File: config.mk
export PLATFORM = sky130hd
export DESIGN_NAME = instr_encoder_loader_flat
export DESIGN_NICKNAME = d
export VERILOG_FILES = /design/src/rtl/instr_encoder_loader_if.sv /design/src/rtl/instr_encoder_loader.sv /design/src/flat_wrapper.sv
export SDC_FILE = /design/constraint.sdc
export NUM_CORES = 1
export LEC_CHECK = 0
export ABC_AREA = 1
export CAP_MARGIN = 30
export CORE_MARGIN = 2
export CORE_UTILIZATION = 42
export CTS_CLUSTER_SIZE = 8
export DETAILED_ROUTE_END_ITERATION = 7
export PLACE_DENSITY_LB_ADDON = 0.05
export RECOVER_POWER = 25
export SYNTH_ARGS = -nofsm -noshare
export SYNTH_HDL_FRONTEND = slang
export SYNTH_SLANG_ARGS = --single-unit
File: constraint.sdc
create_clock -name clk -period 1.3 [get_ports clk]
set_input_delay 0.26 -clock clk [delete_from_list [all_inputs] [get_ports clk]]
set_output_delay 0.26 -clock clk [all_outputs]
set_load 0.01 [all_outputs]
File: src/rtl/instr_encoder_loader_if.sv
// Instruction-load stream and instruction-memory write port of the encoder/loader.
// master drives the symbolic fields; slave is the loader itself.
interface instr_encoder_loader_if #(
    parameter int IW  = 9,
    parameter int OPW = 3,
    parameter int FW  = 3,
    parameter int AW  = 8
);
    logic              start;
    logic [AW-1:0]     base_addr;
    logic              in_valid;
    logic              in_ready;
    logic [OPW-1:0]    in_op;
    logic [FW-1:0]     in_a;
    logic [FW-1:0]     in_b;
    logic [IW-OPW-1:0] in_imm;
    logic              in_last;
    logic              wr_en;
    logic [AW-1:0]     wr_addr;
    logic [IW-1:0]     wr_data;
    logic              busy;
    logic              done;
    logic              err_overflow;
    logic [AW:0]       count;

    modport master (
        output start, base_addr, in_valid, in_op, in_a, in_b, in_imm, in_last,
        input  in_ready, wr_en, wr_addr, wr_data, busy, done, err_overflow, count
    );

    modport slave (
        input  start, base_addr, in_valid, in_op, in_a, in_b, in_imm, in_last,
        output in_ready, wr_en, wr_addr, wr_data, busy, done, err_overflow, count
    );
endinterface

File: src/rtl/instr_encoder_loader.sv
// Packs symbolic instruction fields into machine words and writes them
// sequentially into instruction memory starting at a programmable base address.
//
// state | meaning
// IDLE  | no session; waiting for start
// LOAD  | session open; accepting fields, one write per transfer
// ERR   | address space exhausted before in_last; waiting for start
module instr_encoder_loader #(
    parameter int IW  = 9,
    parameter int OPW = 3,
    parameter int FW  = 3,
    parameter int AW  = 8
) (
    input logic                   clk,
    input logic                   reset,
    instr_encoder_loader_if.slave bus
);
    typedef enum logic [1:0] {IDLE, LOAD, ERR} state_t;

    state_t          state, state_nxt;
    logic [AW-1:0]   ptr;
    logic            xfer;
    logic            at_top;
    logic            sess_start;
    logic            is_jtype;
    logic [IW-1:0]   word;

    logic            wr_en_q;
    logic [AW-1:0]   wr_addr_q;
    logic [IW-1:0]   wr_data_q;
    logic            done_q;
    logic            err_q;
    logic [AW:0]     count_q;

    always_comb begin
        state_nxt  = state;
        xfer       = bus.in_valid && (state == LOAD);
        at_top     = (ptr == {AW{1'b1}});
        sess_start = bus.start && (state != LOAD);
        // The two top opcodes (BNE, SET) carry an immediate instead of register fields.
        is_jtype   = (bus.in_op[OPW-1 -: 2] == 2'b11);
        word       = is_jtype ? {bus.in_op, bus.in_imm} : {bus.in_op, bus.in_a, bus.in_b};
        case (state)
            IDLE, ERR: begin
                if (bus.start) state_nxt = LOAD;
            end
            LOAD: begin
                if (xfer) begin
                    if (bus.in_last)  state_nxt = IDLE;
                    else if (at_top)  state_nxt = ERR;
                end
            end
            default: state_nxt = IDLE;
        endcase
    end

    always_ff @(posedge clk) begin
        if (reset) begin
            state     <= IDLE;
            ptr       <= '0;
            wr_en_q   <= 1'b0;
            wr_addr_q <= '0;
            wr_data_q <= '0;
            done_q    <= 1'b0;
            err_q     <= 1'b0;
            count_q   <= '0;
        end else begin
            state   <= state_nxt;
            wr_en_q <= xfer;
            done_q  <= xfer && bus.in_last;
            if (sess_start) begin
                ptr     <= bus.base_addr;
                count_q <= '0;
                err_q   <= 1'b0;
            end
            if (xfer) begin
                wr_addr_q <= ptr;
                wr_data_q <= word;
                count_q   <= count_q + 1'b1;
                // Pointer parks at the top address rather than wrapping to 0.
                if (!at_top) ptr <= ptr + 1'b1;
                if (at_top && !bus.in_last) err_q <= 1'b1;
            end
        end
    end

    assign bus.in_ready     = (state == LOAD);
    assign bus.busy         = (state == LOAD);
    assign bus.wr_en        = wr_en_q;
    assign bus.wr_addr      = wr_addr_q;
    assign bus.wr_data      = wr_data_q;
    assign bus.done         = done_q;
    assign bus.err_overflow = err_q;
    assign bus.count        = count_q;
endmodule

File: src/flat_wrapper.sv
// flat-port wrapper written by rule: the top's interface ports become plain ports
module instr_encoder_loader_flat 
#(
    parameter int IW  = 9,
    parameter int OPW = 3,
    parameter int FW  = 3,
    parameter int AW  = 8
)
  (clk, reset, bus_start, bus_base_addr, bus_in_valid, bus_in_op, bus_in_a, bus_in_b, bus_in_imm, bus_in_last, bus_in_ready, bus_wr_en, bus_wr_addr, bus_wr_data, bus_busy, bus_done, bus_err_overflow, bus_count);
  instr_encoder_loader_if #(.IW(IW), .OPW(OPW), .FW(FW), .AW(AW)) bus_i ();
  input logic clk;
  input logic reset;
  input wire logic [$bits(bus_i.start)-1:0] bus_start;
  input wire logic [$bits(bus_i.base_addr)-1:0] bus_base_addr;
  input wire logic [$bits(bus_i.in_valid)-1:0] bus_in_valid;
  input wire logic [$bits(bus_i.in_op)-1:0] bus_in_op;
  input wire logic [$bits(bus_i.in_a)-1:0] bus_in_a;
  input wire logic [$bits(bus_i.in_b)-1:0] bus_in_b;
  input wire logic [$bits(bus_i.in_imm)-1:0] bus_in_imm;
  input wire logic [$bits(bus_i.in_last)-1:0] bus_in_last;
  output wire logic [$bits(bus_i.in_ready)-1:0] bus_in_ready;
  output wire logic [$bits(bus_i.wr_en)-1:0] bus_wr_en;
  output wire logic [$bits(bus_i.wr_addr)-1:0] bus_wr_addr;
  output wire logic [$bits(bus_i.wr_data)-1:0] bus_wr_data;
  output wire logic [$bits(bus_i.busy)-1:0] bus_busy;
  output wire logic [$bits(bus_i.done)-1:0] bus_done;
  output wire logic [$bits(bus_i.err_overflow)-1:0] bus_err_overflow;
  output wire logic [$bits(bus_i.count)-1:0] bus_count;
  assign bus_i.start = bus_start;
  assign bus_i.base_addr = bus_base_addr;
  assign bus_i.in_valid = bus_in_valid;
  assign bus_i.in_op = bus_in_op;
  assign bus_i.in_a = bus_in_a;
  assign bus_i.in_b = bus_in_b;
  assign bus_i.in_imm = bus_in_imm;
  assign bus_i.in_last = bus_in_last;
  assign bus_in_ready = bus_i.in_ready;
  assign bus_wr_en = bus_i.wr_en;
  assign bus_wr_addr = bus_i.wr_addr;
  assign bus_wr_data = bus_i.wr_data;
  assign bus_busy = bus_i.busy;
  assign bus_done = bus_i.done;
  assign bus_err_overflow = bus_i.err_overflow;
  assign bus_count = bus_i.count;
  instr_encoder_loader #(.IW(IW), .OPW(OPW), .FW(FW), .AW(AW)) u_core (.clk(clk), .reset(reset), .bus(bus_i));
endmodule
**Run 1: routing congestion**

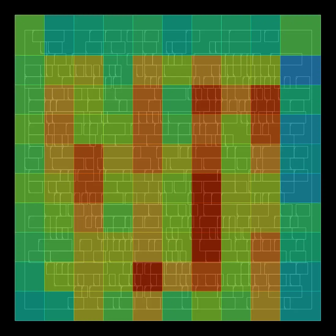
met2 track demand over resource in global routing: 35.0%
global routing usage on met3: 4.36%
Top Usage Layer GRT: met2
wire per inst: 12.6 µm

**Run 1: gate-type map**

(4 px per µm)
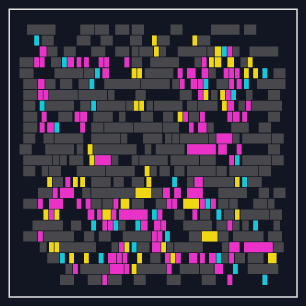
| family | colour | cells | most used | where |
|---|---|---|---|---|
| inv cells | cyan | 29 | inv_1 | spread over the die |
| nand cells | magenta | 101 | nand2_1 | spread over the die |
| nor cells | yellow | 44 | nor2_1 | spread over the die |

==> Flow_metrics.wiki, run 1 <==
== Implementation results ==
{| class="wikitable"
! Metric !! Value
|-
| Total GRT Usage || 20.5%
|-
| Routability cong. || 0.825
|-
| Highest Clock Rate || 799 MHz
|-
| Share of Yosys cell area claimed by the top area cell type || 40.7%
|-
| OpenROAD warnings || 27
|-
| Chip area || 5120 µm²
|-
| Dominant Register Cell || dfxtp_1
|-
| Number of global-route vias before repair || 1,838
|-
| Cell accounting for the most synthesized area || dfxtp_1
|-
| Post-synthesis cell count || 277
|-
| Net total in the final layout || 398
|-
| # setup viols final || 0
|-
| Critical setup path kind || reg -> reg
|-
| Worst reg2reg setup slack || 0.05 ns
|-
| Share of total power in the clock network || 39.0%
|-
| Total of warnings raised by yosys || 0
|-
| Minimum clock period after layout || 1.25 ns
|-
| Area reported by Yosys stat || 1920 µm²
|-
| Number of setup buffers added after CTS || 1
|-
| Core footprint || 4380 µm²
|-
| # diodes || 0
|-
| Final core utilization || 69.1%
|-
| Post-detailed-route via-to-cell ratio || 4.88
|-
| Total via count in the routed design || 2,055
|-
| Number of hold-slack violations in the final timing report || 0
|-
| Number of optimization iterations in the first detailed-route pass || 4
|-
| Net Count, Synth || 307
|-
| R2r startpoint || u_core.state[0]$_SDFFE_PP0P_
|-
| DRT Wirelength || 5310 µm
|-
| Hold buffer count at cts || 0
|-
| Part of the power in registers || 41.2%
|-
| Initial antenna violation count || 0
|-
| Synthesis-to-layout area growth || 58.1%
|-
| Combinational power share || 19.8%
|-
| Result of the run || finished, final reports clean
|-
| Kind of end point of the critical path || register
|-
| Number of cell instances after yosys synthesis || 277
|-
| CTS sink count || 39
|-
| IO Count || 59
|-
| Worst Tran Pin Value || 0.262 ns
|-
| Fraction of layout cells with a size suffix above 1 || 22.5%
|-
| Unrepaired setup endpoints after global routing || true
|-
| Final Max Tran Viols || 0
|-
| Master cell of the clock root buffer || clkbuf_8
|}
**Run 1: register map, names as in the netlist**

(4 px per µm) Other sequential cells in the stronger grey, the rest of the logic in the fainter grey.
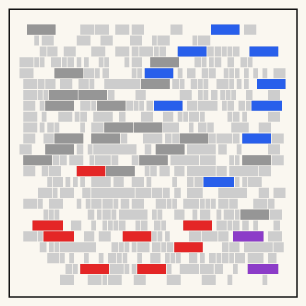
| signal | colour | flops |
|---|---|---|
| u_core.state | purple | 2 |
| u_core.ptr | red | 8 |
| u_core.bus.count | blue | 9 |

**Run 1: I/O pins on the die edge**

(6 px per µm) Pins as bars across the die edge, other pins in grey.
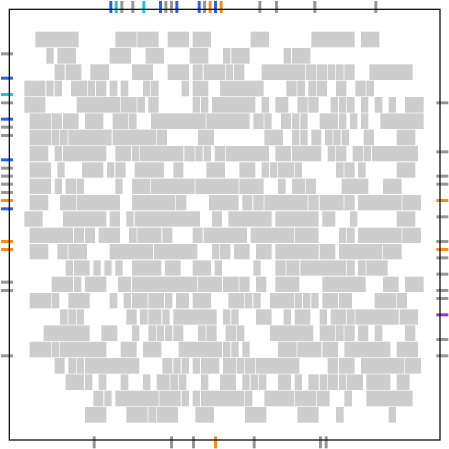
| port | colour | pins | direction | edge |
|---|---|---|---|---|
| bus_wr_data | blue | 9 | output | 5 top, 4 left |
| bus_in_b | cyan | 3 | input | 2 top, 1 left |
| bus_wr_addr | orange | 8 | output | 3 left, 2 right, 2 top, 1 bottom |
| bus_in_valid | purple | 1 | input | right |
horizontal die dimension: 71.6 µm
number of input and output port buffers inserted: 58
die height: 71.6 µm

run 1: cell type report:
cell class / count / area (µm²) / share of cell area, %
Clock buffer: 5 / 68.8 / 2.27
Clock inverter: 3 / 67.6 / 2.23
Inverter: 29 / 109 / 3.59
Multi-Input combinational cell: 200 / 1060 / 35.0
Sequential cell: 39 / 788 / 26.0
Tap cell: 52 / 65.1 / 2.15
Timing Repair Buffer: 93 / 871 / 28.7
run 1: power by group through the flow:
stage	combinational, mW	sequential [mW]	clock (mW)
6_report	0.627	1.31	1.24
5_1_grt	0.692	1.32	1.30
4_1_cts	0.558	1.30	1.25
3_5_place_dp	0.574	1.33	0
3_3_place_gp	0.566	1.33	0
2_1_floorplan	0.249	1.35	0
run 1: registers in the layout, indices dropped and copies added (netlist names):
signal,flops
u_core.bus.done,1
u_core.state,2
u_core.bus.wr_data,9
u_core.ptr,8
u_core.bus.wr_addr,8
u_core.bus.err_overflow,1
u_core.bus.count,9
u_core.bus.wr_en,1
run 1: worst max-delay path by stage:
stage                                             to                    startpoint
floorplan                   u_core.ptr[4]$_SDFF_PP0_      u_core.ptr[1]$_SDFF_PP0_
global placement    u_core.bus.count[5]$_SDFFE_PP0P_                  bus_in_valid
detailed placement  u_core.bus.count[5]$_SDFFE_PP0P_                  bus_in_valid
CTS                 u_core.bus.count[5]$_SDFFE_PP0P_                  bus_in_valid
global route                u_core.ptr[3]$_SDFF_PP0_  u_core.state[0]$_SDFFE_PP0P_
finish                      u_core.ptr[3]$_SDFF_PP0_  u_core.state[0]$_SDFFE_PP0P_
run 1: kinds of logic after synthesis:
kind of cell	after synthesis	synth area share [%]
AOI/OAI and AO/OA	50	14.6
xor gates and xnor gates	1	0.457
adders and majority gates	2	1.31
buffers and inverters	39	9.20
DFF	39	40.7
and+or+nand+nor	146	33.7
run 1: Yosys cell counts (3+ instances only):
master / n
a21oi_1: 16
buf_2: 3
dfxtp_1: 39
inv_1: 28
nand2_1: 69
nand2_2: 5
nand3_1: 19
nand4_1: 4
nor2_1: 37
nor2_4: 3
nor3_1: 3
o211ai_1: 6
o21ai_0: 22
run 1: metal layers:
metal	vias to the layer above	GRT usage (%)	wire length (µm)
met5	-	0	0
met3	8	4.36	248
met4	0	6.92	65
met1	925	25.6	2410
met2	44	35.0	2580
li1	1078	-	-
run 1: through the flow:
| step | cells | setup TNS [ns] | setup WS (ns) | hold slack (ns) | power, mW |
|---|---|---|---|---|---|
| 2_1_floorplan | 277 | 0 | 0.0275 | 0.322 | 1.60 |
| 3_3_place_gp | 403 | -7.39 | -0.261 | 0.461 | 1.90 |
| 3_5_place_dp | 403 | -7.40 | -0.264 | 0.478 | 1.90 |
| 4_1_cts | 412 | 0 | 0.00309 | 0.477 | 3.11 |
| 5_1_grt | 421 | -0.0341 | -0.0122 | 0.505 | 3.31 |
| 6_report | 421 | 0 | 0.0491 | 0.476 | 3.17 |
run 1: worst max-delay path: stages, from the launching register on:
cell and delay, ns:
dfxtp_2 0.34, buf_6 0.11, nand2_8 0.06, nor2_4 0.14
buf_12 0.13, buf_12 0.12, nand2_8 0.07, o21ai_2 0.14
nor2_1 0.05
## Run 2: what changed since run 1
- CORE_UTILIZATION: 42 -> 30
**Run 2: gate-type map**

(3 px per µm)
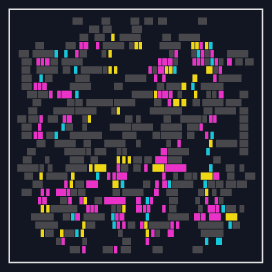
| family | colour | cells | most used |
|---|---|---|---|
| inv cells | cyan | 29 | inv_1 |
| nand cells | magenta | 101 | nand2_1 |
| nor cells | yellow | 44 | nor2_1 |

**Run 2: routing congestion**

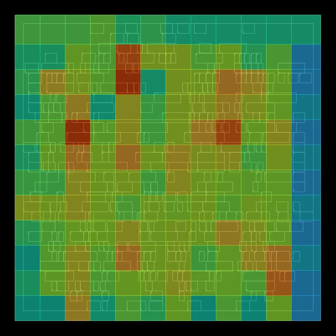
Total GRT Usage: 15.2%
met2 track demand over resource in global routing: 24.2%

**Run 2: layout detail**

Window x 29 to 54, y 13 to 38 µm. Cells in grey, sequential cells in the stronger grey; small squares are vias.
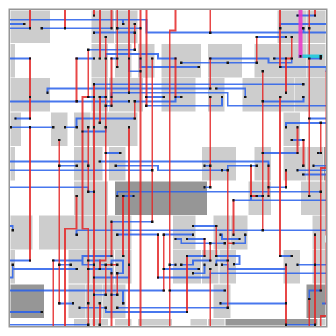
| layer | colour |
|---|---|
| metal 1 | blue |
| metal 3 | cyan |
| metal 4 | magenta |
| metal 2 | red |
netlist names of flops here include: u_core.ptr (1)
cells with their middle in the window: 46
sequential cells in the window: 1
most frequent: nand2_1 (11), inv_1 (6), buf_4 (6)

==> run 2 against run 1 <==
  * Wire length up 2.7%
  * Critical path depth decreased by 1
  * Combinational power decreased by 4.3%
  * Cell area shrank 0.12%
  * Critical endpoint is now u_core.ptr[5]$_SDFF_PP0_
  * Register-to-register slack about the same
  * Cell count increased by 5.7%
  * Core utilization is 21 points lower
  * First-iteration DRC count is 11% lower
  * Critical path type unchanged
  * Maximum frequency fell by 0.52%
==> Flow_metrics.wiki, run 2 <==
== Implementation results ==
{| class="wikitable"
! Metric !! Value
|-
| Simple-Gate Area Share || 33.7%
|-
| Share of Yosys cell area claimed by the top area cell type || 40.7%
|-
| Number of hold-slack violations in the final timing report || 0
|-
| Most common cell in the synthesized netlist || nand2_1
|-
| Critical setup path kind || reg -> reg
|-
| Total of warnings raised by yosys || 0
|-
| CTS sink count || 39
|-
| Synthesis-to-layout area growth || 57.9%
|-
| # setup viols final || 0
|-
| Minimum clock period after layout || 1.26 ns
|-
| Net total in the final layout || 397
|-
| Summed negative setup slack over all endpoints || 0 ns
|-
| Initial antenna violation count || 0
|-
| Number of cell instances after yosys synthesis || 277
|-
| Final Max Tran Viols || 0
|-
| Cell accounting for the most synthesized area || dfxtp_1
|-
| Leading cell types by count after synthesis || 69 x nand2_1, 39 x dfxtp_1, 37 x nor2_1
|-
| Instance count after placement with tap cells included || 430
|-
| Routability cong. || 0.763
|-
| Horizontal die dimension || 83.9 µm
|-
| Total via count in the routed design || 2,021
|-
| Hold buffer count at cts || 0
|-
| Highest Clock Rate || 795 MHz
|-
| Number of optimization iterations in the first detailed-route pass || 4
|-
| Min setup slack post-route || 0.0425 ns
|-
| Chip area || 7050 µm²
|-
| Dominant Register Cell || dfxtp_1
|-
| Area taken by flip-flops and latches || 791 µm²
|-
| Die height || 83.9 µm
|-
| Worst Tran Pin Value || 0.277 ns
|-
| Area fraction in mux cells || 0%
|-
| Final core utilization || 48.2%
|-
| Post-detailed-route via-to-cell ratio || 4.54
|-
| # diodes || 0
|-
| IO Count || 59
|-
| Worst path cell trace || buf_6 -> nand2_4 -> nor2_4 -> buf_6 -> nand2_8 -> a21oi_1 -> nor2_1
|-
| Non-Filler Instances || 445
|-
| Fraction of layout cells with a size suffix above 1 || 20.9%
|-
| Area share of fa/ha/maj cells after synthesis || 1.31%
|-
| Net Count, Synth || 307
|-
| Result of the run || finished, final reports clean
|-
| Core footprint || 6280 µm²
|-
| Unrepaired setup endpoints after global routing || true
|}
run 2: worst max-delay path: cells and delay by family, from the launching register on:
family	cells	cell delay (ns)
compound gates	1	0.12
simple gates	4	0.41
buf+inv	2	0.28
flops	1	0.35
run 2: metrics by stage:
stage | cell area (µm²) | hold WS, ns
2_1_floorplan | 1920 | 0.322
3_3_place_gp | 2760 | 0.473
3_5_place_dp | 2760 | 0.473
4_1_cts | 2870 | 0.459
5_1_grt | 3030 | 0.496
6_report | 3030 | 0.460
run 2: path summary, 6_finish.rpt:
check                                                      start                               end  slack, ns  cells after the start
worst max-delay path                u_core.state[0]$_SDFFE_PP0P_          u_core.ptr[5]$_SDFF_PP0_       0.04                      7
worst max register to register      u_core.state[0]$_SDFFE_PP0P_          u_core.ptr[5]$_SDFF_PP0_       0.04                      7
worst min register to register  u_core.bus.count[0]$_SDFFE_PP0P_  u_core.bus.count[0]$_SDFFE_PP0P_       0.46                      1
worst min-delay path            u_core.bus.count[0]$_SDFFE_PP0P_  u_core.bus.count[0]$_SDFFE_PP0P_       0.46                      1
run 2: per-layer routing:
metal	global-route usage [%]	vias to the layer above	part of all wire (%)
li1	-	1069	-
met1	20.2	894	51
met5	0	-	0
met2	24.2	50	44
met3	3.26	8	4.1
met4	5.72	0	1.4
run 2: logic make-up after synthesis:
family	Yosys count
flops	39
simple gates	146
xor+xnor	1
compound gates	50
fa+ha+maj	2
buf+inv	39
run 2: timing repair:
item | in CTS | in global routing
endpoints found under the setup margin | 34 | 23
cloned | 0 | 3
buffers inserted | 0 | 4
gates resized | 43 | 22
pin swaps | 1 | 10
run 2: power breakdown:
part / leakage, nW / internal (mW) / switching (mW) / total [mW]
sequential: 0.321 / 1.26 / 0.0436 / 1.30
clock: 0.0644 / 0.766 / 0.466 / 1.23
combinational: 1.08 / 0.305 / 0.295 / 0.600
run 2: final cells by class:
type                    count  area share [%]
clock buffers               5            2.27
repair buffers             92            28.0
multi-input cells         200            34.5
inverters                  29            3.68
flip-flops and latches     39            26.1
well taps                  77            3.18
clock inverters             3            2.23
## Run 3: what changed since run 2
- CORE_ASPECT_RATIO: not set -> 0.75
**Run 3: gate-type map**

(3 px per µm)
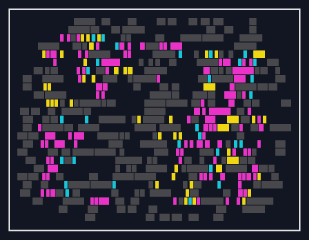
| family | colour | cells | most used | where |
|---|---|---|---|---|
| inv cells | cyan | 29 | inv_1 | spread over the die |
| nor cells | yellow | 44 | nor2_1 | spread over the die |
| nand cells | magenta | 100 | nand2_1 | spread over the die |
fraction of area in multi-input gates: 34.9%
most common cell after layout, fill and taps aside: nand2_1

**Run 3: register map, names as in the netlist**

(3 px per µm) Other sequential cells in the stronger grey, the rest of the logic in the fainter grey.
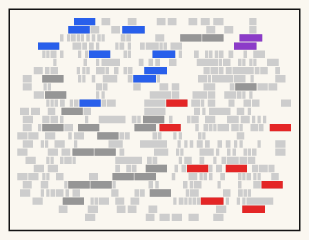
area taken by flip-flops and latches: 791 µm²
sequential power: 1.31 mW
sequential share of cell area: 25.6%
final core utilization: 49.4%

**Run 3: layout detail**

Window x 36 to 61, y 9 to 34 µm. Cells in grey, sequential cells in the stronger grey; small squares are vias.
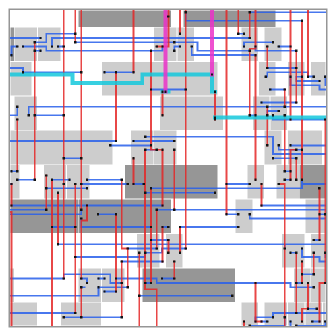
| layer | colour |
|---|---|
| metal 1 | blue |
| metal 4 | magenta |
| metal 2 | red |
| metal 3 | cyan |
netlist names of flops here include: u_core.bus.wr_addr (4)
sequential cells in the window: 4
cells with their middle in the window: 42
most frequent: nor2_1 (9), o21ai_0 (8), nand2_1 (6)

==> run 3 against run 2 <==
  * First-iteration DRC count shrank 4.8%
  * Setup slack worse by 0.032 ns
  * Highest routed layer unchanged
  * Clock skew rose by 0.0015 ns
  * Global-route usage grew 1.1 points
  * Clock power fell by 33%
  * Cell area rose by 2.2%
  * Non-clock buffer count increased by 3
  * Largest cell class unchanged
  * Flip-flop count stayed put
==> Flow_metrics.wiki, run 3 <==
== Implementation results ==
{| class="wikitable"
! Metric !! Value
|-
| Master cell of the clock root buffer || clkbuf_8
|-
| Fraction of layout cells with a size suffix above 1 || 23.6%
|-
| Simple-Gate Area Share || 33.7%
|-
| Net total in the final layout || 399
|-
| Total via count in the routed design || 2,058
|-
| Critical setup path kind || reg -> reg
|-
| Most common cell in the synthesized netlist || nand2_1
|-
| Total GRT Usage || 16.3%
|-
| Net Count, Synth || 307
|-
| Unrepaired setup endpoints after global routing || true
|-
| Instance count after placement with tap cells included || 435
|-
| Final Max Tran Viols || 0
|-
| Power Internal || 1.97 mW
|-
| Post-placement setup slack || -0.274 ns
|-
| OpenROAD warnings || 27
|-
| Wire per inst || 12.6 µm
|-
| Result of the run || finished, final reports clean
|-
| Min setup slack post-route || 0.0105 ns
|-
| Kind of end point of the critical path || register
|-
| Dominant Register Cell || dfxtp_1
|-
| Hold buffer count at cts || 0
|-
| Minimum clock period after layout || 1.29 ns
|-
| # diodes || 0
|-
| Highest Clock Rate || 776 MHz
|-
| Worst Tran Pin Value || 0.239 ns
|-
| Net switching power || 0.811 mW
|-
| Number of global-route vias before repair || 1,885
|-
| Area share of and-or/or-and cells after synthesis || 14.6%
|-
| Chip area || 7050 µm²
|-
| Initial antenna violation count || 0
|-
| Cell accounting for the most synthesized area || dfxtp_1
|-
| Overall power consumption || 2.78 mW
|-
| # setup viols final || 0
|-
| IO Count || 59
|-
| Area fraction in mux cells || 0%
|-
| Post-detailed-route via-to-cell ratio || 4.57
|-
| Share of total power in the clock network || 29.7%
|-
| Post-synthesis cell count || 277
|-
| Number of optimization iterations in the first detailed-route pass || 4
|-
| Number of hold-slack violations in the final timing report || 0
|-
| Leading cell types by count after synthesis || 69 x nand2_1, 39 x dfxtp_1, 37 x nor2_1
|-
| Switching power share of the total || 29.2%
|-
| Core footprint || 6260 µm²
|-
| Total of warnings raised by yosys || 0
|-
| Combinational power share || 23.3%
|-
| Die height || 73.2 µm
|-
| Detail Route Antenna Nets || 0
|}
[run 3: through the flow]
step                area, µm²  hold slack, ns
finish                   3090           0.467
global route             3090           0.491
CTS                      2850           0.465
detailed placement       2790           0.456
global placement         2790           0.460
floorplan                1920           0.322
[run 3: worst max-delay path, stage by stage (launching register included)]
cell and delay, ns:
dfxtp_2 0.34, inv_2 0.11, nand2_8 0.08, nor2_4 0.18, buf_12 0.16, buf_12 0.13, nand3_2 0.06, o211ai_1 0.07
inv_1 0.06
[run 3: final timing paths]
path | from | end | slack, ns | depth (start not counted)
setup / recovery | u_core.state[1]$_SDFFE_PP0P_ | u_core.bus.wr_data[2]$_SDFFE_PP0P_ | 0.01 | 8
hold / removal | u_core.bus.err_overflow$_SDFF_PP0_ | u_core.bus.err_overflow$_SDFF_PP0_ | 0.47 | 2
setup reg to reg | u_core.state[1]$_SDFFE_PP0P_ | u_core.bus.wr_data[2]$_SDFFE_PP0P_ | 0.01 | 8
hold reg to reg | u_core.bus.err_overflow$_SDFF_PP0_ | u_core.bus.err_overflow$_SDFF_PP0_ | 0.47 | 2
[run 3: what timing repair did]
| item | 4_1_cts | 5_1_grt |
|---|---|---|
| endpoints found under the setup margin | 33 | 36 |
| gates resized | 45 | 31 |
| setup buffers | 0 | 5 |
| pin swaps | 0 | 7 |
| cloned | 0 | 3 |
[run 3: final cells by class]
type / instances / area (µm²) / area share, %
timing repair buffer: 95 / 930 / 30.1
multi-input combinational: 199 / 1080 / 34.9
sequential: 39 / 791 / 25.6
tap: 81 / 101 / 3.28
clock inverter: 2 / 13.8 / 0.445
clock buffer: 5 / 68.8 / 2.22
inverter: 29 / 109 / 3.52
[run 3: per-layer routing]
| layer | vias to the layer above | part of all wire (%) | global-route usage [%] |
|---|---|---|---|
| li1 | 1077 | - | - |
| met1 | 929 | 52 | 23.2 |
| met2 | 46 | 42 | 23.0 |
| met3 | 6 | 5.6 | 4.75 |
| met4 | 0 | 1.3 | 6.57 |
| met5 | - | 0 | 0 |
[run 3: power groups by stage]
stage / registers (mW) / logic, mW / clock network, mW
5_1_grt: 1.31 / 0.715 / 0.897
4_1_cts: 1.30 / 0.573 / 0.860
3_3_place_gp: 1.33 / 0.601 / 0
6_report: 1.31 / 0.648 / 0.824
2_1_floorplan: 1.35 / 0.249 / 0
3_5_place_dp: 1.33 / 0.598 / 0
[run 3: logic make-up after synthesis]
logic type / Yosys count
xor+xnor: 1
buf+inv: 39
compound gates: 50
flops: 39
simple gates: 146
fa+ha+maj: 2
Power figures rest on the tool's default switching activity, not on a simulated workload.
